`src/rtl/user_apb_initiator_pkg.sv`:
```
// Shared types and constants for the APB4 requester: FSM state encoding,
// response codes and the stall counter width.
package user_apb_init_pkg;

    typedef enum logic [1:0] {
        IDLE   = 2'd0,
        SETUP  = 2'd1,
        ACCESS = 2'd2
    } apb_init_state_e;

    typedef enum logic [1:0] {
        OK      = 2'b00,
        SLVERR  = 2'b01,
        TIMEOUT = 2'b10
    } apb_rsp_err_e;

    localparam int APB_STALL_CW = 8;

endpackage

```
`src/rtl/user_apb_initiator_if.sv`:
```
// APB4 bus bundle between one requester (master) and one completer (slave).
interface apb4_if;

    logic [31:0] paddr;
    logic [2:0]  pprot;
    logic        psel;
    logic        penable;
    logic        pwrite;
    logic [31:0] pwdata;
    logic [3:0]  pstrb;
    logic        pready;
    logic [31:0] prdata;
    logic        pslverr;

    modport master (
        output paddr, pprot, psel, penable, pwrite, pwdata, pstrb,
        input  pready, prdata, pslverr
    );

    modport slave (
        input  paddr, pprot, psel, penable, pwrite, pwdata, pstrb,
        output pready, prdata, pslverr
    );

endinterface

```
`src/rtl/user_apb_stall_cnt.sv`:
```
// Saturating PREADY-stall counter; hit fires on the stalled cycle whose
// increment brings the count to TIMEOUT (never when TIMEOUT is 0).
module user_apb_stall_cnt
    import user_apb_init_pkg::*;
#(
    parameter int TIMEOUT = 16
) (
    input  logic clk,
    input  logic rst,
    input  logic clr,
    input  logic en,
    output logic hit
);

    localparam int CNT_MAX = (1 << APB_STALL_CW) - 1;

    if (TIMEOUT < 0 || TIMEOUT > CNT_MAX) begin : g_bad_timeout
        $error("user_apb_stall_cnt: TIMEOUT must be in 0..255");
    end

    localparam logic [APB_STALL_CW-1:0] LIMIT = APB_STALL_CW'(TIMEOUT);
    localparam logic [APB_STALL_CW-1:0] SAT   = '1;

    logic [APB_STALL_CW-1:0] count;
    logic [APB_STALL_CW-1:0] count_next;

    always_comb begin
        count_next = count;
        if (clr) begin
            count_next = '0;
        end else if (en && count != SAT) begin
            count_next = count + APB_STALL_CW'(1);
        end
    end

    always_ff @(posedge clk or posedge rst) begin
        if (rst) begin
            count <= '0;
        end else begin
            count <= count_next;
        end
    end

    assign hit = (TIMEOUT != 0) && en && !clr && (count_next == LIMIT);

endmodule

```
`src/rtl/user_apb_initiator.sv`:
```
// APB4 requester: turns one valid/ready request into a SETUP+ACCESS transfer
// and holds the response until the user side consumes it.
module user_apb_initiator
    import user_apb_init_pkg::*;
#(
    parameter int TIMEOUT = 16,
    parameter int AW      = 32
) (
    input  logic          clk_i,
    input  logic          rst_i,
    input  logic          req_valid_i,
    output logic          req_ready_o,
    input  logic          req_write_i,
    input  logic [AW-1:0] req_addr_i,
    input  logic [31:0]   req_wdata_i,
    input  logic [3:0]    req_wstrb_i,
    input  logic [2:0]    req_prot_i,
    output logic          rsp_valid_o,
    input  logic          rsp_ready_i,
    output logic [31:0]   rsp_rdata_o,
    output logic [1:0]    rsp_err_o,
    apb4_if.master        apb
);

    if (AW < 1 || AW > 32) begin : g_bad_aw
        $error("user_apb_initiator: AW must be in 1..32");
    end

    localparam logic [1:0] ST_IDLE   = IDLE;
    localparam logic [1:0] ST_SETUP  = SETUP;
    localparam logic [1:0] ST_ACCESS = ACCESS;

    logic [1:0] state;
    logic [1:0] state_next;
    logic       req_fire;
    logic       rsp_fire;
    logic       xfer_done;
    logic       stall_en;
    logic       stall_hit;

    assign req_ready_o = (state == ST_IDLE) && (!rsp_valid_o || rsp_ready_i);
    assign req_fire    = req_valid_i && req_ready_o;
    assign rsp_fire    = rsp_valid_o && rsp_ready_i;
    assign xfer_done   = (state == ST_ACCESS) && apb.pready;
    assign stall_en    = (state == ST_ACCESS) && !apb.pready;

    // psel/penable decode straight from state so reset drops them at once
    assign apb.psel    = (state != ST_IDLE);
    assign apb.penable = (state == ST_ACCESS);

    user_apb_stall_cnt #(
        .TIMEOUT (TIMEOUT)
    ) u_stall_cnt (
        .clk (clk_i),
        .rst (rst_i),
        .clr (req_fire),
        .en  (stall_en),
        .hit (stall_hit)
    );

    always_comb begin
        state_next = state;
        case (state)
            ST_IDLE:   if (req_fire) state_next = ST_SETUP;
            ST_SETUP:  state_next = ST_ACCESS;
            ST_ACCESS: if (xfer_done || stall_hit) state_next = ST_IDLE;
            default:   state_next = ST_IDLE;
        endcase
    end

    always_ff @(posedge clk_i or posedge rst_i) begin
        if (rst_i) begin
            state <= ST_IDLE;
        end else begin
            state <= state_next;
        end
    end

    // Bus payload is captured once at acceptance and held through ACCESS
    always_ff @(posedge clk_i or posedge rst_i) begin
        if (rst_i) begin
            apb.paddr  <= '0;
            apb.pwrite <= 1'b0;
            apb.pwdata <= '0;
            apb.pstrb  <= '0;
            apb.pprot  <= '0;
        end else if (req_fire) begin
            apb.paddr  <= 32'(req_addr_i);
            apb.pwrite <= req_write_i;
            apb.pwdata <= req_wdata_i;
            apb.pstrb  <= req_write_i ? req_wstrb_i : 4'b0000;
            apb.pprot  <= req_prot_i;
        end
    end

    always_ff @(posedge clk_i or posedge rst_i) begin
        if (rst_i) begin
            rsp_valid_o <= 1'b0;
            rsp_rdata_o <= '0;
            rsp_err_o   <= OK;
        end else if (xfer_done) begin
            rsp_valid_o <= 1'b1;
            rsp_rdata_o <= apb.pwrite ? 32'h0 : apb.prdata;
            rsp_err_o   <= apb.pslverr ? SLVERR : OK;
        end else if (stall_hit) begin
            rsp_valid_o <= 1'b1;
            rsp_rdata_o <= 32'h0;
            rsp_err_o   <= user_apb_init_pkg::TIMEOUT;
        end else if (rsp_fire) begin
            rsp_valid_o <= 1'b0;
        end
    end

endmodule

```
`src/flat_wrapper.sv`:
```
// flat-port wrapper written by rule: the top's interface ports become plain ports
module user_apb_initiator_flat import user_apb_init_pkg::*;
#(
    parameter int TIMEOUT = 16,
    parameter int AW      = 32
)
  (clk_i, rst_i, req_valid_i, req_ready_o, req_write_i, req_addr_i, req_wdata_i, req_wstrb_i, req_prot_i, rsp_valid_o, rsp_ready_i, rsp_rdata_o, rsp_err_o, apb_paddr, apb_pprot, apb_psel, apb_penable, apb_pwrite, apb_pwdata, apb_pstrb, apb_pready, apb_prdata, apb_pslverr);
  apb4_if apb_i ();
  input  logic clk_i;
  input  logic rst_i;
  input  logic req_valid_i;
  output logic req_ready_o;
  input  logic req_write_i;
  input  logic [AW-1:0] req_addr_i;
  input  logic [31:0] req_wdata_i;
  input  logic [3:0] req_wstrb_i;
  input  logic [2:0] req_prot_i;
  output logic rsp_valid_o;
  input  logic rsp_ready_i;
  output logic [31:0] rsp_rdata_o;
  output logic [1:0] rsp_err_o;
  output wire logic [$bits(apb_i.paddr)-1:0] apb_paddr;
  output wire logic [$bits(apb_i.pprot)-1:0] apb_pprot;
  output wire logic [$bits(apb_i.psel)-1:0] apb_psel;
  output wire logic [$bits(apb_i.penable)-1:0] apb_penable;
  output wire logic [$bits(apb_i.pwrite)-1:0] apb_pwrite;
  output wire logic [$bits(apb_i.pwdata)-1:0] apb_pwdata;
  output wire logic [$bits(apb_i.pstrb)-1:0] apb_pstrb;
  input wire logic [$bits(apb_i.pready)-1:0] apb_pready;
  input wire logic [$bits(apb_i.prdata)-1:0] apb_prdata;
  input wire logic [$bits(apb_i.pslverr)-1:0] apb_pslverr;
  assign apb_paddr = apb_i.paddr;
  assign apb_pprot = apb_i.pprot;
  assign apb_psel = apb_i.psel;
  assign apb_penable = apb_i.penable;
  assign apb_pwrite = apb_i.pwrite;
  assign apb_pwdata = apb_i.pwdata;
  assign apb_pstrb = apb_i.pstrb;
  assign apb_i.pready = apb_pready;
  assign apb_i.prdata = apb_prdata;
  assign apb_i.pslverr = apb_pslverr;
  user_apb_initiator #(.TIMEOUT(TIMEOUT), .AW(AW)) u_core (.clk_i(clk_i), .rst_i(rst_i), .req_valid_i(req_valid_i), .req_ready_o(req_ready_o), .req_write_i(req_write_i), .req_addr_i(req_addr_i), .req_wdata_i(req_wdata_i), .req_wstrb_i(req_wstrb_i), .req_prot_i(req_prot_i), .rsp_valid_o(rsp_valid_o), .rsp_ready_i(rsp_ready_i), .rsp_rdata_o(rsp_rdata_o), .rsp_err_o(rsp_err_o), .apb(apb_i));
endmodule
```
`config.mk`:
```
export PLATFORM = sky130hd
export DESIGN_NAME = user_apb_initiator_flat
export DESIGN_NICKNAME = d
export VERILOG_FILES = /design/src/rtl/user_apb_initiator_pkg.sv /design/src/rtl/user_apb_initiator_if.sv /design/src/rtl/user_apb_stall_cnt.sv /design/src/rtl/user_apb_initiator.sv /design/src/flat_wrapper.sv
export SDC_FILE = /design/constraint.sdc
export NUM_CORES = 1
export LEC_CHECK = 0
export CORE_MARGIN = 4
export CORE_UTILIZATION = 46
export DETAILED_ROUTE_END_ITERATION = 10
export GPL_ROUTABILITY_DRIVEN = 0
export HOLD_SLACK_MARGIN = 0.06
export PLACE_DENSITY_LB_ADDON = 0.1
export REMOVE_ABC_BUFFERS = 1
export SETUP_SLACK_MARGIN = 0.1
export SLEW_MARGIN = 20
export SYNTH_ARGS = -nofsm -noshare
export SYNTH_HDL_FRONTEND = slang
export SYNTH_SLANG_ARGS = --single-unit
```
`constraint.sdc`:
```
create_clock -name clk_i -period 9.8 [get_ports clk_i]
set_input_delay 1.96 -clock clk_i [delete_from_list [all_inputs] [get_ports clk_i]]
set_output_delay 1.96 -clock clk_i [all_outputs]
set_load 0.02 [all_outputs]
```
==> flow_summary.html, run 1 <==
<h2>Synthesis and place &amp; route</h2>
<table>
<tr><th>Metric</th><th>Value</th></tr>
<tr><th colspan="2">Clock network</th></tr>
<tr><td>CTS max path bufs</td><td>2</td></tr>
<tr><td>Number of H-tree levels</td><td>4</td></tr>
<tr><td>CTS tree</td><td>yes</td></tr>
<tr><td>Number of buffers inserted by post-CTS setup repair</td><td>0</td></tr>
<tr><td>Post-cts gate resize count</td><td>0</td></tr>
<tr><td>Clock input transition at the sequential cells of the worst setup and hold paths</td><td>0.05 ns</td></tr>
<tr><td>Cell at the root of the clock tree</td><td>clkbuf_8</td></tr>
<tr><td>Late-Pin Clk Latency</td><td>about 0.51 ns</td></tr>
<tr><td>CTS buffer count</td><td>17</td></tr>
<tr><th colspan="2">Power</th></tr>
<tr><td>Int Pwr</td><td>0.00153 W</td></tr>
<tr><td>Logic gate share of total power</td><td>a little under half</td></tr>
<tr><td>Power spent charging and discharging nets</td><td>between 0.0009 and 0.001 W</td></tr>
<tr><td>Clk pwr share</td><td>between 20% and 30%</td></tr>
<tr><td>Register share of total power</td><td>32.4%</td></tr>
<tr><td>Peak supply drop</td><td>between 0.15 and 0.2 mV</td></tr>
<tr><td>Cell leakage power</td><td>roughly 3.7 nW</td></tr>
<tr><th colspan="2">Cells and area</th></tr>
<tr><td>Fraction of final layout cells with drive strength greater than 1</td><td>10.2%</td></tr>
<tr><td>Area growth from synthesis to layout</td><td>55.2%</td></tr>
<tr><td>Most frequent cells in the layout</td><td>nand2_1 (251), clkdlybuf4s50_1 (219), dfrtp_1 (117)</td></tr>
<tr><th colspan="2">Setup path</th></tr>
<tr><td>Critical Path Start Type</td><td>primary input</td></tr>
<tr><td>Critical path origin</td><td>rsp_ready_i</td></tr>
<tr><td>Launch point of the worst reg-to-reg path</td><td>u_core.rsp_valid_o</td></tr>
<tr><td>Worst reg2reg setup slack</td><td>6.21 ns</td></tr>
<tr><td>End point of the critical path</td><td>req_ready_o</td></tr>
<tr><td>Largest driver fanout on the critical path</td><td>2</td></tr>
<tr><td>Reg2Reg Depth</td><td>11</td></tr>
<tr><td>WP data arrival</td><td>3.32 ns</td></tr>
<tr><th colspan="2">Yosys</th></tr>
<tr><td>Number of flops mapped to enable cells by yosys</td><td>0</td></tr>
<tr><td>Adder and majority gate portion of the synthesized area</td><td>0.249%</td></tr>
<tr><td>Top cell type by total area after synthesis</td><td>dfrtp_1</td></tr>
<tr><td>Number of distinct library cells after synthesis</td><td>39</td></tr>
<tr><td>Post-synthesis instance area</td><td>between 5000 and 6000 µm²</td></tr>
<tr><td>Synthesized instance count</td><td>520</td></tr>
<tr><td>Fraction of synthesized area in multiplexers</td><td>less than 1%</td></tr>
<tr><td>Portion of the post-synthesis area used by sequential elements</td><td>around 58%</td></tr>
<tr><td>Flip-flop cell with the highest count after synthesis</td><td>dfrtp_1</td></tr>
<tr><td>Synth top area share</td><td>~58%</td></tr>
<tr><td>Count of warnings emitted by yosys</td><td>0</td></tr>
<tr><td>Post-synthesis async set-or-reset flop share</td><td>100%</td></tr>
<tr><td>Per-instance average area after synthesis</td><td>about 9.7 µm²</td></tr>
<tr><th colspan="2">Final timing</th></tr>
<tr><td>Fin crit period</td><td>~5.3 ns</td></tr>
<tr><td>Final Setup Violations</td><td>0</td></tr>
<tr><td>Share of the clock period used by the worst path after layout</td><td>roughly 54%</td></tr>
<tr><td>Worst setup skew after layout</td><td>roughly 0.009 ns</td></tr>
<tr><td>Slew HR</td><td>a little over a third</td></tr>
<tr><td>Total Neg Setup Slack</td><td>0 ns</td></tr>
<tr><th colspan="2">Detailed routing</th></tr>
<tr><td>Initial DRC Count</td><td>roughly 260</td></tr>
<tr><th colspan="2">Floorplan</th></tr>
<tr><td>Full die area</td><td>roughly 13000 µm²</td></tr>
<tr><td>Die H</td><td>roughly 110 µm</td></tr>
<tr><td># IOs</td><td>220</td></tr>
<tr><th colspan="2">GRT</th></tr>
<tr><td>Global-route wire length before repair</td><td>22.3 mm</td></tr>
<tr><td>Number of global-route vias before repair</td><td>roughly 4500</td></tr>
<tr><td>GRT Util Overall</td><td>a little over a fifth</td></tr>
<tr><td>Aggregate global routing overflow</td><td>0</td></tr>
<tr><th colspan="2">Placement</th></tr>
<tr><td>Number of I/O port buffers</td><td>approximately 220</td></tr>
<tr><th colspan="2">Run</th></tr>
<tr><td>Log Warnings</td><td>25</td></tr>
<tr><td>Max-capacitance violation count</td><td>0</td></tr>
<tr><th colspan="2">Status</th></tr>
<tr><td>Outcome</td><td>finished, final reports clean</td></tr>
<tr><th colspan="2">Min path</th></tr>
<tr><td>Worst hold-check path type</td><td>register to register</td></tr>
</table>
## run 1: metal layers
| metal | track usage (%) | share of wire, % | routed length, µm |
|---|---|---|---|
| met1 | 26.7 | 40 | 5500 |
| met2 | 34.0 | 47 | 6400 |
| met3 | 10.5 | 11 | 1480 |
| met4 | 7.85 | 2.0 | 268 |
| met5 | 0 | 0 | 0 |
## run 1: worst min-delay path by stage
stage / startpoint / end / cells after the start
after floorplan: u_core.u_stall_cnt.count[5] / u_core.u_stall_cnt.count[5] / 1
after global placement: u_core.apb.pstrb[3] / u_core.apb.pstrb[3] / 2
after detailed placement: u_core.apb.pstrb[3] / u_core.apb.pstrb[3] / 2
after CTS: u_core.apb.pstrb[3] / u_core.apb.pstrb[3] / 2
after global routing: u_core.apb.paddr[17] / u_core.apb.paddr[17] / 2
final: u_core.apb.pstrb[2] / u_core.apb.pstrb[2] / 2
## run 1: power groups by stage
stage          clock network (W)  registers (W)  logic (W)
2_1_floorplan                  0        0.00107   0.000348
3_3_place_gp                   0       0.000806    0.00117
3_5_place_dp                   0       0.000814    0.00120
4_1_cts                 0.000527       0.000813    0.00120
5_1_grt                 0.000552       0.000841    0.00128
6_report                0.000515       0.000810    0.00118
## run 1: flip-flops by register name, indices dropped and copies added (netlist names)
register and flops:
u_core.apb.pwdata 32, u_core.apb.pprot 3, u_core.u_stall_cnt.count 8, u_core.rsp_valid_o 1
u_core.rsp_err_o 2, u_core.apb.pwrite 1, u_core.apb.paddr 32, u_core.apb.pstrb 4
u_core.state 2, u_core.rsp_rdata_o 32
## run 1: synth_stat cells (2+ instances only)
cell / count
nand2_1: 253
dfrtp_1: 117
inv_1: 35
o32ai_2: 29
clkbuf_1: 21
nand3_1: 7
nor2_1: 7
buf_1: 6
a211oi_1: 3
buf_6: 3
o32ai_1: 3
xor2_1: 3
a41oi_1: 2
and3_1: 2
nor2b_1: 2
o21ai_0: 2
or3_1: 2
or3b_1: 2
## run 1: cell type report
| cell class | count | area (µm²) |
|---|---|---|
| clock buffer | 20 | 435 |
| tap | 136 | 170 |
| timing repair buffer | 225 | 2240 |
| clock inverter | 11 | 62.6 |
| inverter | 36 | 138 |
| sequential | 117 | 2930 |
| fill | 770 | 2700 |
| multi-input combinational | 337 | 1840 |
## run 1: per-stage QoR
stage	utilization (%)	instance area, µm²	hold WS, ns	power [W]
CTS	74.3	7810	0.472	0.00254
floorplan	-	4900	0.489	0.00142
detailed placement	69.6	7310	0.460	0.00201
global route	74.3	7810	0.488	0.00267
finish	74.3	7810	0.469	0.00251
global placement	69.6	7310	0.449	0.00198
## run 1: critical path, stage by stage
cell and delay, ns:
clkdlybuf4s50_1 0.47, nor2b_1 0.06, nor3_2 0.18, clkdlybuf4s50_1 0.65
## run 1: cells by family (layout without fill, tap and decap cells)
kind of cell | count (synthesis) | after routing
fa+ha+maj | 1 | 1
simple gates | 285 | 285
xor+xnor | 3 | 3
flops | 117 | 117
compound gates | 46 | 46
buf+inv | 66 | 292
mux | 2 | 2
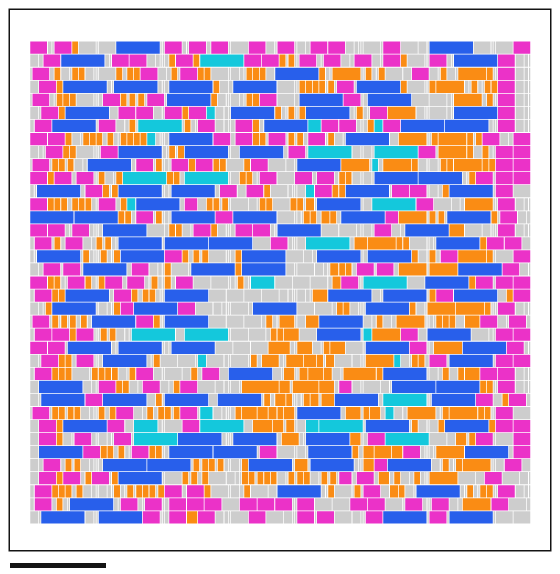
(run_1/cell_classes.png)
Bar = 20 µm. Fill, decap, tap and diode cells in grey.
Cyan stands for clock drivers and dummy loads, cells 31, share of their area 6.5%. Magenta stands for other buffers and delay cells, cells 225, share of their area 29%. Blue stands for flops, cells 117, share of their area 38%. Orange stands for all other logic, cells 373, share of their area 26%.

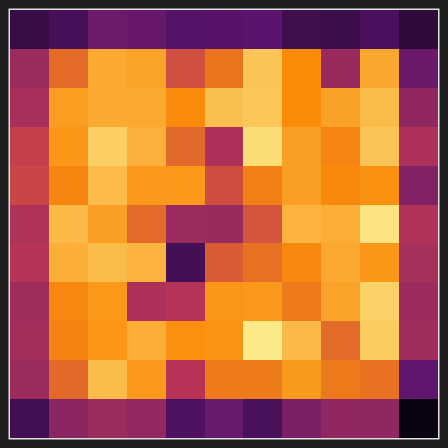
(run_1/density.png)
11 x 11 tiles, from black (low) to pale yellow (high), 0 to 100% covered.
The mean over all tiles is 60%. The fullest tile reaches 95%. 40% of the tiles are over 75% full.
area of the placeable core: 10500 µm²
Pre-Place Util: 47.9%
final core occ: 74.3%

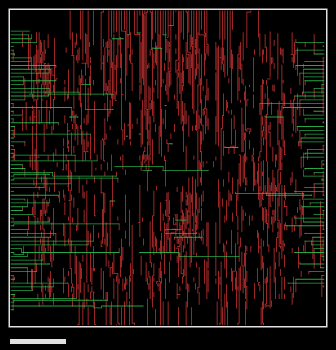
(run_1/metal_stack.png)
Bar = 20 µm. Only two layers are drawn.
Green stands for met3, wire length 1480 µm. Red stands for met2, wire length 6400 µm.
average wire per cell in the routed design: 15.5 µm
total routed wirelength: 13.7 mm
via count: 4325

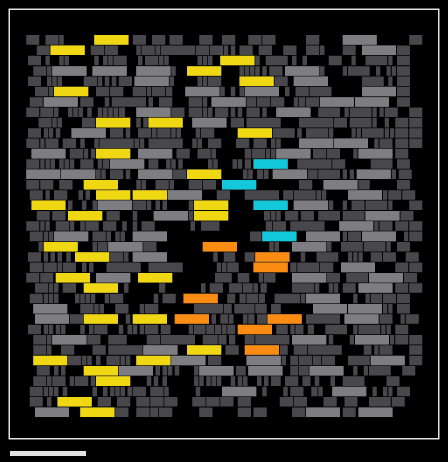
(run_1/registers.png)
Bar = 20 µm.
Cyan stands for u_core.apb.pstrb, placed flops 4, where centre. Orange stands for u_core.u_stall_cnt.count, placed flops 8. Yellow stands for u_core.apb.pwdata, placed flops 32.
flip-flop and latch power: 0.000810 W
Seq area share: 37.5%

==> inputs of run 2 (changes only) <==
CORE_UTILIZATION = 38   (was 46)
clock period = 4.6 ns   (was 9.8 ns; I/O delays follow)
==> run 2 against run 1 <==
Sequential power grew 110%; setup slack got worse by 3.1 ns; via count fell by 0.65%; total power is 120% higher; cell count up 4.2%; cell area rose by 1.4%; critical path depth is 4 higher; largest power group unchanged.
==> flow_summary.html, run 2 <==
<h2>Synthesis and place &amp; route</h2>
<table>
<tr><th>Metric</th><th>Value</th></tr>
<tr><th colspan="2">Status</th></tr>
<tr><td>Outcome</td><td>finished, final reports clean</td></tr>
<tr><th colspan="2">Yosys</th></tr>
<tr><td>Top cell type by total area after synthesis</td><td>dfrtp_1</td></tr>
<tr><td>Number of flops mapped to enable cells by yosys</td><td>0 (unchanged)</td></tr>
<tr><td>Synthesized instance count</td><td>520 (unchanged)</td></tr>
<tr><td>Count of warnings emitted by yosys</td><td>0 (unchanged)</td></tr>
<tr><td>Portion of the post-synthesis area used by sequential elements</td><td>58.2% (unchanged)</td></tr>
<tr><td>Number of distinct library cells after synthesis</td><td>39 (unchanged)</td></tr>
<tr><td>Flip-flop cell with the highest count after synthesis</td><td>dfrtp_1</td></tr>
<tr><td>Post-synthesis instance area</td><td>5030 µm² (unchanged)</td></tr>
<tr><td>Post-synth top cells</td><td>nand2_1 (253), dfrtp_1 (117), inv_1 (35), o32ai_2 (29), clkbuf_1 (21)</td></tr>
<tr><td>Synth top area share</td><td>58.2% (unchanged)</td></tr>
<tr><td>Post-synthesis async set-or-reset flop share</td><td>100% (unchanged)</td></tr>
<tr><td>Cells taking the most area after synthesis</td><td>dfrtp_1 (58%), nand2_1 (19%), o32ai_2 (9.4%)</td></tr>
<tr><td>Cells in synth_stat.txt</td><td>around 520</td></tr>
<tr><th colspan="2">Setup path</th></tr>
<tr><td>Launch point of the worst reg-to-reg path</td><td>u_core.u_stall_cnt.count[0]</td></tr>
<tr><td>Reg2Reg Depth</td><td>8 (-3)</td></tr>
<tr><td>Slowest CP cell</td><td>clkdlybuf4s50_1</td></tr>
<tr><td>Ordered cell list for the critical path</td><td>clkdlybuf4s50_1, nor3b_4, o21ai_2, or3b_1, a31o_1, nor4_4, buf_4, o32ai_1</td></tr>
<tr><td>Max stage delay on crit path</td><td>0.51 ns (-0.14 ns)</td></tr>
<tr><td>Worst reg2reg setup slack</td><td>1.84 ns (-4.37 ns)</td></tr>
<tr><td>WP data arrival</td><td>3.44 ns (+0.12 ns)</td></tr>
<tr><td>Kind of critical path</td><td>primary input to register</td></tr>
<tr><td>Largest driver fanout on the critical path</td><td>36 (+34)</td></tr>
<tr><td>Critical Path Start Type</td><td>primary input</td></tr>
<tr><th colspan="2">Clock network</th></tr>
<tr><td>Cell at the root of the clock tree</td><td>clkbuf_16</td></tr>
<tr><td>CTS buffer count</td><td>17 (unchanged)</td></tr>
<tr><td>Number of H-tree levels</td><td>4 (unchanged)</td></tr>
<tr><td>Clock input transition at the sequential cells of the worst setup and hold paths</td><td>0.05 ns (about the same)</td></tr>
<tr><td>CTS tree</td><td>yes</td></tr>
<tr><td>Post-cts gate resize count</td><td>0 (unchanged)</td></tr>
<tr><td>CTS max path bufs</td><td>2 (unchanged)</td></tr>
<tr><td>Number of buffers inserted by post-CTS setup repair</td><td>0 (unchanged)</td></tr>
<tr><th colspan="2">Detailed routing</th></tr>
<tr><td>Via count</td><td>4297 (-0.65%)</td></tr>
<tr><td>Met3 Wirelength</td><td>1.75 mm (+18%)</td></tr>
<tr><td>Total routed wirelength</td><td>14.2 mm (+3.7%)</td></tr>
<tr><td>Average wire per cell in the routed design</td><td>15.4 µm (-0.50%)</td></tr>
<tr><td>M1 wire length</td><td>5.90 mm (+7.2%)</td></tr>
<tr><td>Highest metal layer with signal wires</td><td>met4</td></tr>
<tr><td>Initial DRC Count</td><td>288 (+12%)</td></tr>
<tr><th colspan="2">Cells and area</th></tr>
<tr><td># fillers</td><td>1068 (+39%)</td></tr>
<tr><td>Fraction of final layout cells with drive strength greater than 1</td><td>10.0% (-0.15 points)</td></tr>
<tr><td>Post-route design area</td><td>7920 µm² (+1.4%)</td></tr>
<tr><td>Largest registers</td><td>u_core.apb.paddr: 32 flops, u_core.apb.pwdata: 32 flops, u_core.rsp_rdata_o: 32 flops</td></tr>
<tr><td>Area growth from synthesis to layout</td><td>57.3%</td></tr>
<tr><th colspan="2">Final timing</th></tr>
<tr><td>Fin crit period</td><td>3.20 ns</td></tr>
<tr><td>Highest clock frequency the design can meet</td><td>0.313 GHz</td></tr>
<tr><td>Slew HR</td><td>49.5% (+14 points)</td></tr>
<tr><td>Worst setup skew after layout</td><td>0.00572 ns (-0.00314 ns)</td></tr>
<tr><td>Share of the clock period used by the worst path after layout</td><td>roughly 69%</td></tr>
<tr><td>Final Setup Violations</td><td>0 (unchanged)</td></tr>
<tr><th colspan="2">Min path</th></tr>
<tr><td>Worst hold-check path type</td><td>register to register</td></tr>
<tr><td>Worst Min Path Start</td><td>u_core.apb.pstrb[0]</td></tr>
<tr><td>WHS Path Cells</td><td>2 (unchanged)</td></tr>
<tr><td>End of the worst hold path</td><td>u_core.apb.pstrb[0]</td></tr>
<tr><th colspan="2">Floorplan</th></tr>
<tr><td>Area of the placeable core</td><td>12800 µm² (+22%)</td></tr>
<tr><td>Full die area</td><td>15100 µm² (+19%)</td></tr>
<tr><td>Pre-Place Util</td><td>39.4% (-8.5 points)</td></tr>
<tr><td>Die H</td><td>123 µm (+9.3%)</td></tr>
<tr><td># IOs</td><td>220 (unchanged)</td></tr>
<tr><th colspan="2">Placement</th></tr>
<tr><td>Placement-stage cell area</td><td>7360 µm² (+0.72%)</td></tr>
<tr><td>Number of I/O port buffers</td><td>219 (unchanged)</td></tr>
<tr><th colspan="2">GRT</th></tr>
<tr><td>Global-route wire length before repair</td><td>22.3 mm (-0.19%)</td></tr>
<tr><td>Number of global-route vias before repair</td><td>4367 (-2.6%)</td></tr>
<tr><td>GRT Util Overall</td><td>19.1% (-2.8 points)</td></tr>
<tr><td>Aggregate global routing overflow</td><td>0 (unchanged)</td></tr>
<tr><th colspan="2">Power</th></tr>
<tr><td>Peak supply drop</td><td>0.368 mV (+100%)</td></tr>
<tr><td>Cell leakage power</td><td>3.73 nW (+0.96%)</td></tr>
<tr><th colspan="2">Run</th></tr>
<tr><td>Log Warnings</td><td>25 (unchanged)</td></tr>
</table>
==> run 2: how the worst max path moves through the flow <==
| stage | startpoint | slack [ns] | cells past startpoint | end |
|---|---|---|---|---|
| after global routing | apb_pready | 1.24 | 8 | u_core.rsp_rdata_o[28] |
| after global placement | apb_pready | 1.03 | 8 | u_core.rsp_err_o[0] |
| final | apb_pready | 1.40 | 8 | u_core.rsp_rdata_o[28] |
| after floorplan | rsp_ready_i | -1.28 | 8 | u_core.rsp_err_o[0] |
| after detailed placement | apb_pready | 0.97 | 8 | u_core.rsp_rdata_o[28] |
| after CTS | apb_pready | 1.40 | 8 | u_core.rsp_rdata_o[28] |
==> run 2: cell type report <==
cell class | instances | area (µm²) | area share (%)
inverters | 36 | 138 | 1.74
multi-input cells | 337 | 1840 | 23.2
clock buffers | 28 | 537 | 6.78
repair buffers | 226 | 2240 | 28.4
flip-flops and latches | 117 | 2930 | 37.0
well taps | 172 | 215 | 2.72
clock inverters | 3 | 15.0 | 0.190
==> run 2: metal layers <==
metal / vias up / GRT usage (%)
li1: 2095 / -
met1: 2014 / 23.6
met2: 173 / 28.4
met3: 15 / 10.1
met4: 0 / 6.85
met5: - / 0
==> run 2: logic make-up after synthesis <==
family,synth area share (%)
AND-OR/OR-AND,12.0
XOR/XNOR,0.522
adder cells (fa/ha/maj),0.249
buffers and inverters,5.37
flip-flops,58.2
multiplexers,0.423
AND/OR/NAND/NOR,23.3
==> run 2: metrics by stage <==
step | util (%) | power (W) | setup TNS (ns) | hold slack (ns) | instances
6_report | 62.0 | 0.00546 | 0 | 0.464 | 919
4_1_cts | 62.0 | 0.00554 | 0 | 0.469 | 919
3_3_place_gp | 57.6 | 0.00424 | 0 | 0.451 | 888
2_1_floorplan | - | 0.00302 | -43.28 | 0.489 | 490
3_5_place_dp | 57.6 | 0.00429 | 0 | 0.459 | 888
5_1_grt | 62.0 | 0.00582 | 0 | 0.492 | 919
==> run 2: power breakdown <==
| part | switching, W | internal [W] | total (W) | leakage [nW] |
|---|---|---|---|---|
| clock network | 0.000424 | 0.000783 | 0.00121 | 0.276 |
| registers | 0.000257 | 0.00147 | 0.00173 | 1.48 |
| logic | 0.00138 | 0.00114 | 0.00252 | 1.97 |
| total | 0.00206 | 0.00339 | 0.00546 | 3.73 |
==> run 2: critical path, delay by kind of cell <==
family,cells,cell delay [ns]
simple gates,3,0.95
compound gates,3,0.56
buf+inv,2,0.98
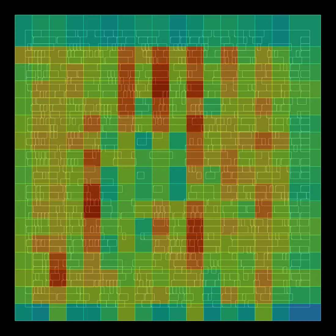
(run_2/final_congestion.png)
global routing usage on met2: 28.4%
met3 capacity usage during global routing: 10.1%
fraction of met1 tracks used by global routing: 23.6%
grt peak-use layer: met2

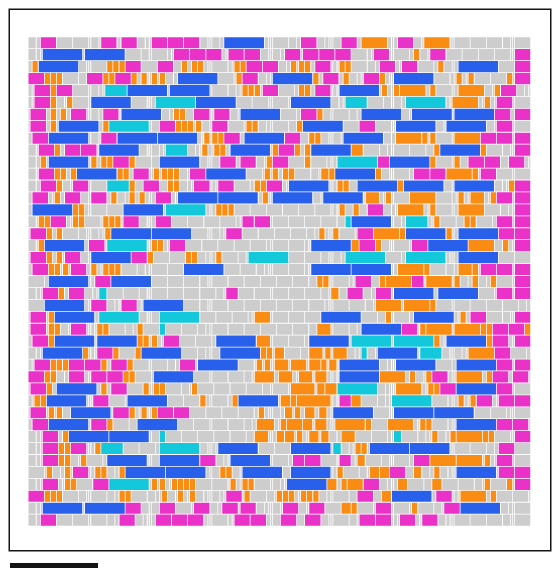
(run_2/cell_classes.png)
Bar = 20 µm. Fill, decap, tap and diode cells in grey.
Magenta stands for other buffers and delay cells, cells 226, share of their area 29%. Orange stands for all other logic, cells 373, share of their area 26%. Blue stands for flops, cells 117, share of their area 38%. Cyan stands for clock drivers and dummy loads, cells 31, share of their area 7.2%.

No activity file was given, so power comes from the tool's default toggle rates.
